==> src/rtl/piso_tx_if.sv <==
// rtl/piso_tx_if.sv - word handshake and serial output bundle for piso_tx
interface piso_tx_if #(
  parameter int WIDTH = 4
);
  logic [WIDTH-1:0] din;
  logic             load;
  logic             ready;
  logic             q;
  logic             q_valid;
  logic             busy;
  logic             done;

  modport master (
    output din,
    output load,
    input  ready,
    input  q,
    input  q_valid,
    input  busy,
    input  done
  );

  modport slave (
    input  din,
    input  load,
    output ready,
    output q,
    output q_valid,
    output busy,
    output done
  );
endinterface

==> src/rtl/piso_tx.sv <==
// rtl/piso_tx.sv - parallel-in serial-out transmitter with gapless word streaming
module piso_tx #(
  parameter int WIDTH     = 4,
  parameter int MSB_FIRST = 1
) (
  input  logic      clk,
  input  logic      rst_n,
  piso_tx_if.slave  bus
);
  localparam int             CW      = $clog2(WIDTH);
  localparam logic [CW-1:0]  LAST    = CW'(WIDTH - 1);
  localparam int             OUT_BIT = (MSB_FIRST != 0) ? WIDTH - 1 : 0;

  typedef enum logic {
    S_IDLE,
    S_SHIFT
  } state_t;

  state_t           r_state;
  state_t           w_state_nxt;
  logic [WIDTH-1:0] r_shreg;
  logic [WIDTH-1:0] w_shreg_nxt;
  logic [WIDTH-1:0] w_shifted;
  logic [CW-1:0]    r_cnt;
  logic [CW-1:0]    w_cnt_nxt;
  logic             w_last;
  logic             w_ready;
  logic             w_accept;

  logic             r_q;
  logic             r_q_valid;
  logic             r_busy;
  logic             r_done;

  // Ready is open in IDLE and on the last bit so a new word can follow with no gap
  assign w_last   = (r_state == S_SHIFT) && (r_cnt == LAST);
  assign w_ready  = (r_state == S_IDLE) || w_last;
  assign w_accept = bus.load && w_ready;

  // Shift toward the output end, zero-filling the vacated position
  assign w_shifted = (MSB_FIRST != 0) ? (r_shreg << 1) : (r_shreg >> 1);

  // Next-state, next shift register and next bit count
  always_comb begin
    w_state_nxt = r_state;
    w_shreg_nxt = r_shreg;
    w_cnt_nxt   = r_cnt;
    case (r_state)
      S_IDLE: begin
        if (w_accept) begin
          w_shreg_nxt = bus.din;
          w_cnt_nxt   = '0;
          w_state_nxt = S_SHIFT;
        end
      end
      S_SHIFT: begin
        if (w_last) begin
          // Counter restarts at 0 here, so a non-power-of-2 WIDTH never visits unused codes
          if (w_accept) begin
            w_shreg_nxt = bus.din;
            w_cnt_nxt   = '0;
            w_state_nxt = S_SHIFT;
          end else begin
            w_shreg_nxt = w_shifted;
            w_cnt_nxt   = '0;
            w_state_nxt = S_IDLE;
          end
        end else begin
          w_shreg_nxt = w_shifted;
          w_cnt_nxt   = r_cnt + CW'(1);
        end
      end
      default: begin
        w_state_nxt = S_IDLE;
        w_shreg_nxt = '0;
        w_cnt_nxt   = '0;
      end
    endcase
  end

  // State, shift register and counter; reset discards any word in flight
  always_ff @(posedge clk or negedge rst_n) begin
    if (!rst_n) begin
      r_state <= S_IDLE;
      r_shreg <= '0;
      r_cnt   <= '0;
    end else begin
      r_state <= w_state_nxt;
      r_shreg <= w_shreg_nxt;
      r_cnt   <= w_cnt_nxt;
    end
  end

  // Outputs registered from next-state values so q shows the bit the shift register will present
  always_ff @(posedge clk or negedge rst_n) begin
    if (!rst_n) begin
      r_q       <= 1'b0;
      r_q_valid <= 1'b0;
      r_busy    <= 1'b0;
      r_done    <= 1'b0;
    end else begin
      r_q       <= (w_state_nxt == S_SHIFT) ? w_shreg_nxt[OUT_BIT] : 1'b0;
      r_q_valid <= (w_state_nxt == S_SHIFT);
      r_busy    <= (w_state_nxt == S_SHIFT);
      r_done    <= (w_state_nxt == S_SHIFT) && (w_cnt_nxt == LAST);
    end
  end

  assign bus.ready   = w_ready;
  assign bus.q       = r_q;
  assign bus.q_valid = r_q_valid;
  assign bus.busy    = r_busy;
  assign bus.done    = r_done;
endmodule

==> src/flat_wrapper.sv <==
// flat-port wrapper written by rule: the top's interface ports become plain ports
module piso_tx_flat 
#(
  parameter int WIDTH     = 4,
  parameter int MSB_FIRST = 1
)
  (clk, rst_n, bus_din, bus_load, bus_ready, bus_q, bus_q_valid, bus_busy, bus_done);
  piso_tx_if #(.WIDTH(WIDTH)) bus_i ();
  input  logic clk;
  input  logic rst_n;
  input wire logic [$bits(bus_i.din)-1:0] bus_din;
  input wire logic [$bits(bus_i.load)-1:0] bus_load;
  output wire logic [$bits(bus_i.ready)-1:0] bus_ready;
  output wire logic [$bits(bus_i.q)-1:0] bus_q;
  output wire logic [$bits(bus_i.q_valid)-1:0] bus_q_valid;
  output wire logic [$bits(bus_i.busy)-1:0] bus_busy;
  output wire logic [$bits(bus_i.done)-1:0] bus_done;
  assign bus_i.din = bus_din;
  assign bus_i.load = bus_load;
  assign bus_ready = bus_i.ready;
  assign bus_q = bus_i.q;
  assign bus_q_valid = bus_i.q_valid;
  assign bus_busy = bus_i.busy;
  assign bus_done = bus_i.done;
  piso_tx #(.WIDTH(WIDTH), .MSB_FIRST(MSB_FIRST)) u_core (.clk(clk), .rst_n(rst_n), .bus(bus_i));
endmodule
==> config.mk <==
export PLATFORM = sky130hd
export DESIGN_NAME = piso_tx_flat
export DESIGN_NICKNAME = d
export VERILOG_FILES = /design/src/rtl/piso_tx_if.sv /design/src/rtl/piso_tx.sv /design/src/flat_wrapper.sv
export SDC_FILE = /design/constraint.sdc
export NUM_CORES = 1
export LEC_CHECK = 0
export CAP_MARGIN = 40
export CORE_AREA = 3 3 40 42
export CTS_CLUSTER_DIAMETER = 150
export DETAILED_ROUTE_END_ITERATION = 10
export DIE_AREA = 0 0 43 45
export PLACE_DENSITY = 0.59
export RECOVER_POWER = 100
export SLEW_MARGIN = 20
export SYNTH_ARGS = -nofsm -noshare
export SYNTH_HDL_FRONTEND = slang
export SYNTH_SLANG_ARGS = --single-unit
export TNS_END_PERCENT = 5
==> constraint.sdc <==
create_clock -name clk -period 1.26 [get_ports clk]
set_input_delay 0.315 -clock clk [delete_from_list [all_inputs] [get_ports clk]]
set_output_delay 0.315 -clock clk [all_outputs]
set_load 0.03 [all_outputs]
==> run notes <==
run results: reg2reg setup slack -0.11 ns, Reg-to-Reg End u_core.r_shreg[1]$_DFFE_PN0P_, first-pass GRT wire length 1752 um, asr flop ratio synth 100.0%, Setup crit end bus_ready, Antenna diodes 0, failing checks negative setup slack, final worst slack -0.1597 ns, chip height 45 um, Fmax achieved 704.4 MHz, most flop-heavy register u_core.r_shreg, GP Congestion 0.6589, I/O pin cnt 12, CP startpoint u_core.r_cnt[0]$_DFF_PN0_, most frequent cell after synthesis dfrtp_1, top area contributor share 48.93%, Worst R2R Path Depth 6, DRC viols 0, IO Port Bufs 11, Worst-path clk slew 0.06 ns, Final Setup Violations 6, run status complete, but fails checks
power by group:
group / total, uW / internal (uW) / switching, uW
Clock: 199 / 109 / 89.5
Combinational: 931 / 452 / 479
Sequential: 431 / 369 / 62.5
Total: 1560 / 930 / 631
layout make-up:
| type | instances | area [sq um] | area share, % |
|---|---|---|---|
| Sequential cell | 8 | 200.2 | 32.00 |
| Timing Repair Buffer | 20 | 170.2 | 27.20 |
| Multi-Input combinational cell | 24 | 202.7 | 32.40 |
| Tap cell | 15 | 18.77 | 3.000 |
| Clock buffer | 3 | 22.52 | 3.600 |
| Inverter | 3 | 11.26 | 1.800 |
critical path, delay by kind of cell, from the launching register on:
kind                       cells  cell delay [ns]
and+or+nand+nor                1             0.14
DFF                            1             0.39
buffers and inverters          1             0.13
adders and majority gates      1             0.19
cells by family (layout without fill, tap and decap cells):
logic type / after synthesis / count (layout) / synth area share, %
AND/OR/NAND/NOR: 11 / 11 / 15.29
adder cells (fa/ha/maj): 2 / 2 / 6.115
AND-OR/OR-AND: 8 / 8 / 14.99
flip-flops: 8 / 8 / 48.93
multiplexers: 3 / 3 / 7.340
buffers and inverters: 5 / 26 / 7.340
per-layer routing:
metal	wire [um]	share of wire, %
met2	490	50
met5	0	0
met1	401	41
met4	0	0
met3	86	8.8
per-stage QoR:
stage	setup slack [ns]	TNS, ns	power (uW)	utilization [%]	hold WS (ns)
finish	-0.1597	-0.5723	1561	48.69	0.4110
global route	-0.1890	-0.9397	1671	48.69	0.4280
CTS	-0.1578	-0.4883	1579	49.27	0.3399
detailed placement	-0.3825	-1.643	1230	43.91	0.5107
global placement	-0.3715	-1.586	1211	43.91	0.5170
floorplan	0.04090	0	917.7	-	0.01941
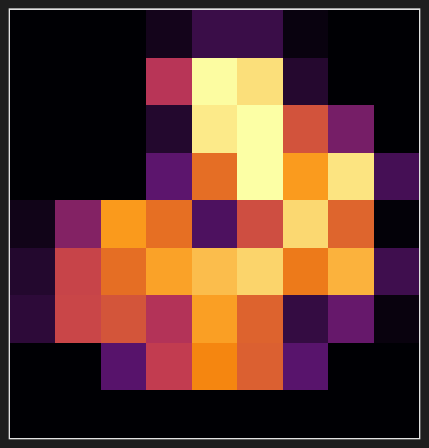
Figure 1: local utilization.
The die is cut into 9 by 9 equal tiles; black is low, pale yellow is high, 0 to 100% covered.
densest ninth of the die: middle
tiles over 75% full: 17%
nearly empty tiles: 38%
final core utilization: 48.69%
fp util: 31.84%

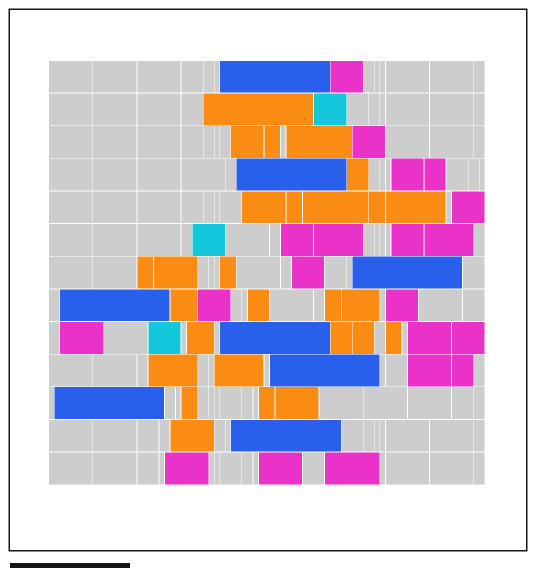
Figure 2: cell classes on the final placement.
The bar under the picture is 10 um long. Fill, decap, tap and diode cells in gray.
| color | class | cells | share of their area |
|---|---|---|---|
| magenta | other buffers and delay cells | 20 | 28% |
| cyan | clock drivers | 3 | 3.7% |
| orange | combinational and other logic | 27 | 35% |
| blue | flops | 8 | 33% |
core area: 1285 sq um
Final Cell Area: 625.6 sq um

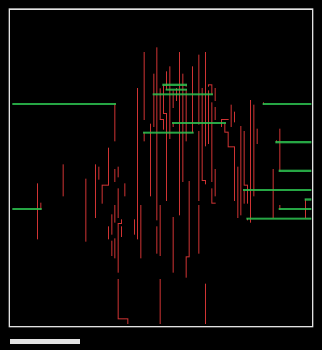
Figure 3: routed metal, one color a layer.
The bar under the picture is 10 um long. Two of the layers only.
| color | layer | wire length |
|---|---|---|
| green | metal 3 | 86.2 um |
| red | metal 2 | 491 um |
via count: 357
DR WL/cell: 13.38 um
GRT Total Usage: 12.76%
drt total wl: 977 um

Power figures rest on the tool's default switching activity, not on a simulated workload.
